### Supply network, run 1

Pins as bars on the die edge. Tap cells in grey.
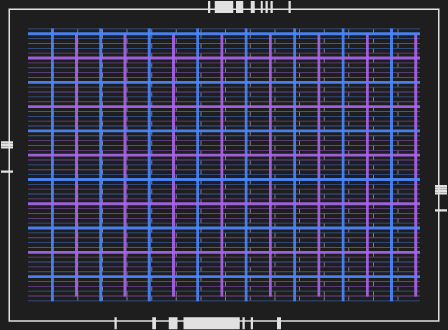
### Placed cells, one colour a class, run 1

Bar = 50 um.
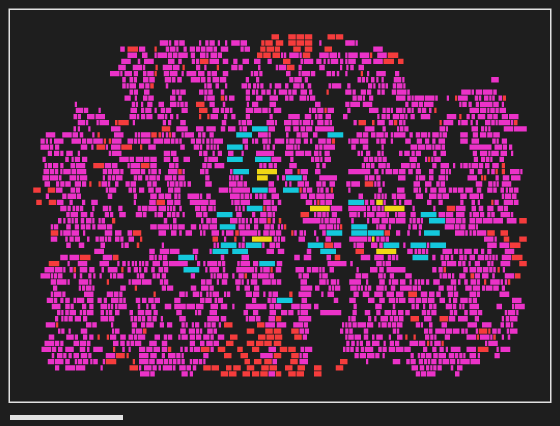
### Gate families picked out, run 1

Bar = 50 um.
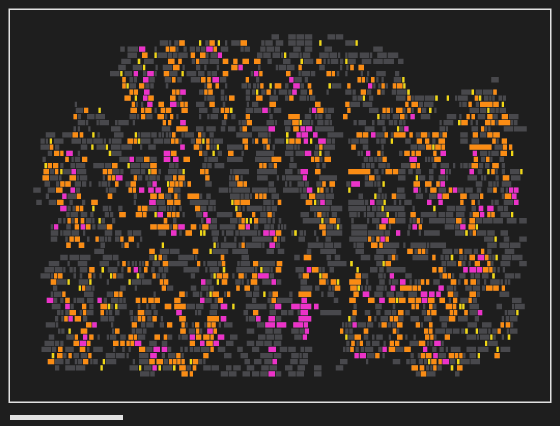
<file path="src/rtl/noc_pkg.sv">
// +----------------------------------------------------------------------+
// | noc_pkg : port indices, idle select code and allocator state enum    |
// | Revision: 1.0                                                        |
// +----------------------------------------------------------------------+
`default_nettype none

package noc_pkg;

  localparam int PORT_N = 0;
  localparam int PORT_S = 1;
  localparam int PORT_E = 2;
  localparam int PORT_W = 3;
  localparam int PORT_L = 4;

  localparam logic [2:0] SEL_IDLE = 3'd7;

  typedef enum logic [0:0] {
    IDLE   = 1'b0,
    LOCKED = 1'b1
  } alloc_state_t;

endpackage

`default_nettype wire

</file>
<file path="src/rtl/switch_allocator_if.sv">
// +----------------------------------------------------------------------+
// | switch_allocator_if : request/grant bundle between router and alloc  |
// | Revision: 1.0                                                        |
// +----------------------------------------------------------------------+
`default_nettype none

interface switch_allocator_if #(
  parameter int NPORTS = 5,
  parameter int SEL_W  = 3
);

  logic [NPORTS-1:0]        valid_i;
  logic [NPORTS*NPORTS-1:0] req_i;
  logic [NPORTS-1:0]        tail_i;
  logic [NPORTS-1:0]        out_full_i;
  logic [NPORTS*SEL_W-1:0]  out_sel_o;
  logic [NPORTS-1:0]        out_en_o;
  logic [NPORTS-1:0]        in_pop_o;
  logic [NPORTS-1:0]        credit_o;
  logic [NPORTS-1:0]        lock_o;

  modport master (
    output valid_i, req_i, tail_i, out_full_i,
    input  out_sel_o, out_en_o, in_pop_o, credit_o, lock_o
  );

  modport slave (
    input  valid_i, req_i, tail_i, out_full_i,
    output out_sel_o, out_en_o, in_pop_o, credit_o, lock_o
  );

endinterface

`default_nettype wire

</file>
<file path="src/rtl/switch_allocator_rr_pick.sv">
// +----------------------------------------------------------------------+
// | rr_pick : first set request at or after ptr, searching upward mod N  |
// | Revision: 1.0                                                        |
// +----------------------------------------------------------------------+
`default_nettype none

module rr_pick #(
  parameter int N     = 5,
  parameter int IDX_W = 3
) (
  input  logic [N-1:0]     req,
  input  logic [IDX_W-1:0] ptr,
  output logic [N-1:0]     gnt,
  output logic [IDX_W-1:0] idx,
  output logic             found
);

  always_comb begin
    gnt   = '0;
    idx   = '0;
    found = 1'b0;
    for (int off = 0; off < N; off++) begin
      if (!found && req[(int'(ptr) + off) % N]) begin
        found                        = 1'b1;
        gnt[(int'(ptr) + off) % N]   = 1'b1;
        idx                          = IDX_W'((int'(ptr) + off) % N);
      end
    end
  end

endmodule

`default_nettype wire

</file>
<file path="src/rtl/switch_allocator.sv">
// +----------------------------------------------------------------------+
// | switch_allocator : packet-granular round-robin allocator, 5 ports    |
// | Revision: 1.0                                                        |
// +----------------------------------------------------------------------+
`default_nettype none

module switch_allocator
  import noc_pkg::*;
#(
  parameter int NPORTS = 5,
  parameter int SEL_W  = 3
) (
  input  logic                 clk,
  input  logic                 rst,
  switch_allocator_if.slave    bus
);

  logic [NPORTS-1:0]       req_lo [NPORTS];
  logic [NPORTS-1:0]       gnt    [NPORTS];
  logic [NPORTS-1:0]       en;
  logic [NPORTS-1:0]       locked;
  logic [NPORTS*SEL_W-1:0] sel;
  logic [NPORTS-1:0]       pop;

  // Only the lowest requested output of a valid input counts, so an input
  // can never win two outputs in the same cycle.
  generate
    for (genvar i = 0; i < NPORTS; i++) begin : g_in
      logic [NPORTS-1:0] r;
      assign r         = bus.valid_i[i] ? bus.req_i[i*NPORTS +: NPORTS] : '0;
      assign req_lo[i] = r & (~r + NPORTS'(1));
    end
  endgenerate

  generate
    for (genvar o = 0; o < NPORTS; o++) begin : g_out
      alloc_state_t      state;
      logic [SEL_W-1:0]  ptr;
      logic [SEL_W-1:0]  owner;
      logic [SEL_W-1:0]  pick_idx;
      logic [SEL_W-1:0]  win_idx;
      logic [NPORTS-1:0] pick_gnt;
      logic [NPORTS-1:0] col;
      logic              pick_found;
      logic              fire;

      for (genvar i = 0; i < NPORTS; i++) begin : g_col
        assign col[i] = req_lo[i][o];
      end

      rr_pick #(
        .N     (NPORTS),
        .IDX_W (SEL_W)
      ) u_pick (
        .req   (col),
        .ptr   (ptr),
        .gnt   (pick_gnt),
        .idx   (pick_idx),
        .found (pick_found)
      );

      always_comb begin
        fire    = 1'b0;
        win_idx = pick_idx;
        if (state == IDLE) begin
          fire = pick_found;
        end else begin
          win_idx = owner;
          fire    = col[owner];
        end
        if (bus.out_full_i[o] || rst) begin
          fire = 1'b0;
        end
      end

      assign gnt[o] = !fire           ? '0 :
                      (state == IDLE) ? pick_gnt :
                                        (NPORTS'(1) << owner);
      assign en[o]                    = fire;
      assign sel[o*SEL_W +: SEL_W]    = fire ? win_idx : SEL_IDLE;
      assign locked[o]                = (state == LOCKED) && !rst;

      always_ff @(posedge clk) begin
        if (rst) begin
          state <= IDLE;
          ptr   <= '0;
          owner <= '0;
        end else if (fire) begin
          if (state == IDLE) begin
            ptr <= (pick_idx == SEL_W'(NPORTS - 1)) ? '0 : pick_idx + SEL_W'(1);
            if (!bus.tail_i[pick_idx]) begin
              state <= LOCKED;
              owner <= pick_idx;
            end
          end else if (bus.tail_i[owner]) begin
            state <= IDLE;
          end
        end
      end
    end
  endgenerate

  always_comb begin
    pop = '0;
    for (int o = 0; o < NPORTS; o++) begin
      pop = pop | gnt[o];
    end
  end

  assign bus.out_en_o  = en;
  assign bus.out_sel_o = sel;
  assign bus.in_pop_o  = pop;
  assign bus.credit_o  = pop;
  assign bus.lock_o    = locked;

endmodule

`default_nettype wire

</file>
<file path="src/flat_wrapper.sv">
// flat-port wrapper written by rule: the top's interface ports become plain ports
module switch_allocator_flat import noc_pkg::*;
#(
  parameter int NPORTS = 5,
  parameter int SEL_W  = 3
)
  (clk, rst, bus_valid_i, bus_req_i, bus_tail_i, bus_out_full_i, bus_out_sel_o, bus_out_en_o, bus_in_pop_o, bus_credit_o, bus_lock_o);
  switch_allocator_if #(.NPORTS(NPORTS), .SEL_W(SEL_W)) bus_i ();
  input  logic clk;
  input  logic rst;
  input wire logic [$bits(bus_i.valid_i)-1:0] bus_valid_i;
  input wire logic [$bits(bus_i.req_i)-1:0] bus_req_i;
  input wire logic [$bits(bus_i.tail_i)-1:0] bus_tail_i;
  input wire logic [$bits(bus_i.out_full_i)-1:0] bus_out_full_i;
  output wire logic [$bits(bus_i.out_sel_o)-1:0] bus_out_sel_o;
  output wire logic [$bits(bus_i.out_en_o)-1:0] bus_out_en_o;
  output wire logic [$bits(bus_i.in_pop_o)-1:0] bus_in_pop_o;
  output wire logic [$bits(bus_i.credit_o)-1:0] bus_credit_o;
  output wire logic [$bits(bus_i.lock_o)-1:0] bus_lock_o;
  assign bus_i.valid_i = bus_valid_i;
  assign bus_i.req_i = bus_req_i;
  assign bus_i.tail_i = bus_tail_i;
  assign bus_i.out_full_i = bus_out_full_i;
  assign bus_out_sel_o = bus_i.out_sel_o;
  assign bus_out_en_o = bus_i.out_en_o;
  assign bus_in_pop_o = bus_i.in_pop_o;
  assign bus_credit_o = bus_i.credit_o;
  assign bus_lock_o = bus_i.lock_o;
  switch_allocator #(.NPORTS(NPORTS), .SEL_W(SEL_W)) u_core (.clk(clk), .rst(rst), .bus(bus_i));
endmodule
</file>
<file path="config.mk">
export PLATFORM = sky130hd
export DESIGN_NAME = switch_allocator_flat
export DESIGN_NICKNAME = d
export VERILOG_FILES = /design/src/rtl/noc_pkg.sv /design/src/rtl/switch_allocator_if.sv /design/src/rtl/switch_allocator_rr_pick.sv /design/src/rtl/switch_allocator.sv /design/src/flat_wrapper.sv
export SDC_FILE = /design/constraint.sdc
export NUM_CORES = 1
export LEC_CHECK = 0
export CAP_MARGIN = 20
export CORE_ASPECT_RATIO = 0.7
export CORE_MARGIN = 10
export CORE_UTILIZATION = 44
export CTS_CLUSTER_SIZE = 24
export DETAILED_ROUTE_END_ITERATION = 12
export GPL_TIMING_DRIVEN = 0
export PLACE_DENSITY_LB_ADDON = 0.2
export SYNTH_ARGS = -nofsm -noshare
export SYNTH_HDL_FRONTEND = slang
export SYNTH_HIERARCHICAL = 1
export SYNTH_SLANG_ARGS = --single-unit
</file>
<file path="constraint.sdc">
create_clock -name clk -period 15.75 [get_ports clk]
set_input_delay 1.575 -clock clk [delete_from_list [all_inputs] [get_ports clk]]
set_output_delay 1.575 -clock clk [all_outputs]
set_load 0.1 [all_outputs]
</file>
==> reports/qor.csv, run 1 <==
metric,value,unit
gpl congestion,1.028,
"Slew Viols, Final",0,
share of cells above drive strength 1,0.09620,
minimum clock period,11.15,ns
Layout clock buffers,7,
Residual DRC,0,
Chip Area,0.04165,mm^2
slowest cell delay on critical path,1.13,ns
outcome,completed,
sw frac,0.6237,
cycle use final,0.7076,
Leak Pwr,0.006358,uW
Complex Gates by Area,0.3224,
yosys xor share,0.02525,
hold worst-path end,u_core/g_out[3].owner[2]$_SDFFE_PP0P_,
Synth area leader,ha_1,
"Seq/Total Area, Yosys",0.04714,
PwrDens,218.4,mW/mm^2
yosys adder share,0.1204,
crit path launch type,register,
worst clock skew,0.005936,ns
About 'Supply network':
- blue: VSS
- purple: VDD
- met5 straps: 11
- tap cells: 435
chip height: 173.8 um
peak supply drop: 203.1 uV
die width: 239.7 um

About 'Placed cells, one colour a class':
- red: other buffers and delay cells (cells 208; share of their area 10%)
- magenta: all other logic (cells 1932; share of their area 84%)
- cyan: flip-flops (cells 35; share of their area 4.4%)
- yellow: clock drivers and dummy loads (cells 8; share of their area 0.96%)
flop share of the area: 0.04284
num rows: 56
core box area: 0.03342 mm^2
fin util: 0.4893
Design Area, Final: 0.01635 mm^2

About 'Gate families picked out':
- orange: inverting AOI/OAI gates (cells 555; most used a21oi_1; where spread over the die)
- yellow: inverters (cells 138; most used inv_1; where spread over the die)
- magenta: AND and OR gates (cells 157; most used or3_1)
logic share of the area: 0.7843
Commonest Layout Cell: nand2_1
Post-Layout Cell Count: 2618

==> run 1: state kept, by name (all words and copies together) (netlist names) <==
register / flops
u_core/g_out.ptr: 15
u_core/g_out.owner: 15
u_core/g_out.state: 5
==> run 1: through the flow <==
step	total power, uW	hold slack (ns)	worst slack, ns	cells
finish	3571	0.5525	4.605	2618
global route	3848	0.6039	4.361	2618
global placement	3340	0.5257	5.135	2605
CTS	3488	0.5509	4.898	2614
floorplan	2619	0.4960	6.681	2095
detailed placement	3364	0.5422	5.223	2606
==> run 1: how the worst max path moves through the flow <==
stage,from,endpoint,slack (ns),depth (start not counted)
6_report,u_core/g_out[3].ptr[0]$_SDFFE_PP0P_,bus_in_pop_o[1],4.60,25
5_1_grt,u_core/g_out[3].ptr[0]$_SDFFE_PP0P_,bus_in_pop_o[3],4.36,25
4_1_cts,u_core/g_out[3].ptr[0]$_SDFFE_PP0P_,bus_in_pop_o[1],4.90,25
3_5_place_dp,u_core/g_out[3].ptr[0]$_SDFFE_PP0P_,bus_in_pop_o[1],5.22,25
3_3_place_gp,u_core/g_out[3].ptr[0]$_SDFFE_PP0P_,bus_in_pop_o[1],5.13,25
2_1_floorplan,u_core/g_out[2].ptr[0]$_SDFFE_PP0P_,bus_in_pop_o[1],6.68,22
==> run 1: layer usage <==
| layer | vias up | global-route usage | part of all wire |
|---|---|---|---|
| met5 | - | 0 | 0.00023 |
| met3 | 84 | 0.04543 | 0.10 |
| met1 | 8192 | 0.3709 | 0.46 |
| li1 | 8121 | - | - |
| met4 | 2 | 0.05875 | 0.022 |
| met2 | 905 | 0.3825 | 0.42 |
==> run 1 -> run 2 <==
==> constraint.sdc (replaced) <==
create_clock -name clk -period 9.46 [get_ports clk]
set_input_delay 0.946 -clock clk [delete_from_list [all_inputs] [get_ports clk]]
set_output_delay 0.946 -clock clk [all_outputs]
set_load 0.1 [all_outputs]
### Placed cells, one colour a class, run 2

Bar = 50 um.
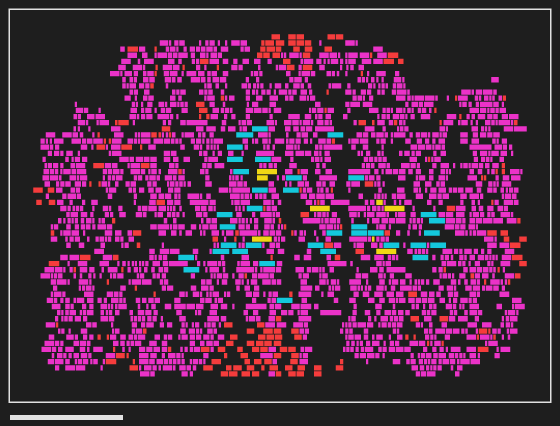
- magenta: all other logic (cells 1932; share of their area 84%)
- red: other buffers and delay cells (cells 206; share of their area 10%)
- yellow: clock drivers and dummy loads (cells 8; share of their area 0.96%)
- cyan: flip-flops (cells 35; share of their area 4.4%)
fin util: 0.4905
flop share of the area: 0.04289

==> run 2 against run 1 <==
  * Die size is the same
  * Non-clock buffer count shrank 2
  * Final area grew 0.25%
  * Cell count is essentially flat
  * Sequential share of layout area is essentially flat
  * Sequential power grew 67%
  * Clock power grew 66%
  * Clock skew grew 0.00067 ns
  * Area after synthesis is the same
  * Synthesized cell count is the same
  * Largest cell class unchanged
==> reports/qor.csv, run 2 <==
metric,value,unit,change
outcome,completed,,
met2 usage,0.3813,,-0.001181
Min Hold Slack,0.5553,ns,+0.002885 ns
chip height,173.8,um,unchanged
yosys xor share,0.02525,,unchanged
yosys adder share,0.1204,,unchanged
M1 WL,25690,um,about the same
met3 WL,5564,um,-1.7%
minimum clock period,9.033,ns,
die width,239.7,um,unchanged
"Seq/Total Area, Yosys",0.04714,,unchanged
GR Layer Usage met1,0.3710,,about the same
worst setup margin,0.4271,ns,-4.178 ns
slowest cell delay on critical path,0.53,ns,-0.60 ns
post-place setup slack,-0.4383,ns,-5.661 ns
Commonest Layout Cell,nand2_1,,
sw frac,0.6249,,+0.001212
worst clock skew,0.006601,ns,+0.0006658 ns
Met2 Wirelength,23840,um,+0.42%
num rows,56,,unchanged
### Clock routing, run 2

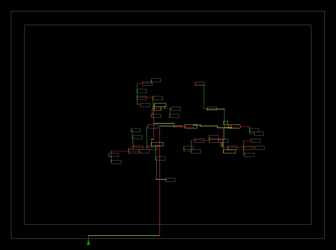
P_clk: 173 uW
Layout clock buffers: 7
CTS Sinks: 35

## run 2: cell counts after synthesis
No cell type changed its count.
## run 2: final cells by class
type | instances | area (um^2) | area share
sequential | 35 | 703.2 | 0.04289
tap | 435 | 544.3 | 0.03320
clock buffer | 7 | 142.6 | 0.008700
clock inverter | 1 | 8.758 | 0.0005342
inverter | 138 | 518.0 | 0.03160
timing repair buffer | 79 | 767.0 | 0.04678
buffer | 127 | 835.8 | 0.05098
multi-input combinational | 1794 | 12870 | 0.7853
## run 2: kinds of logic (layout without fill, tap and decap cells)
family                     Yosys count  after routing
AOI/OAI and AO/OA                  665            665
adders and majority gates          143            143
buffers and inverters              266            352
xor gates and xnor gates            42             42
muxes                               95             95
and+or+nand+nor                    849            849
DFF                                 35             35
## run 2: through the flow
step           TNS, ns  std cells  area, um^2  power [uW]
6_report             0       2616       16390        5923
5_1_grt              0       2616       16390        6399
4_1_cts              0       2614       16340        5788
3_5_place_dp    -3.827       2606       16180        5602
3_3_place_gp    -3.728       2605       16160        5561
2_1_floorplan        0       2095       14860        4360
## run 2: path summary, 6_finish.rpt
kind         slack (ns)                                    end  depth (start not counted)                                  start
max reg2reg        1.52  u_core/g_out[3].owner[0]$_SDFFE_PP0P_                         24    u_core/g_out[3].ptr[0]$_SDFFE_PP0P_
min                0.56  u_core/g_out[3].owner[2]$_SDFFE_PP0P_                          2  u_core/g_out[3].owner[2]$_SDFFE_PP0P_
max                0.43                        bus_in_pop_o[1]                         25    u_core/g_out[3].ptr[0]$_SDFFE_PP0P_
min reg2reg        0.56  u_core/g_out[3].owner[2]$_SDFFE_PP0P_                          2  u_core/g_out[3].owner[2]$_SDFFE_PP0P_
## run 2: what timing repair did
action | CTS | global route
gates cloned | 0 | 0
resized | 38 | 29
endpoints found under the setup margin | 18 | 28
Power and IR drop assume default switching activity.
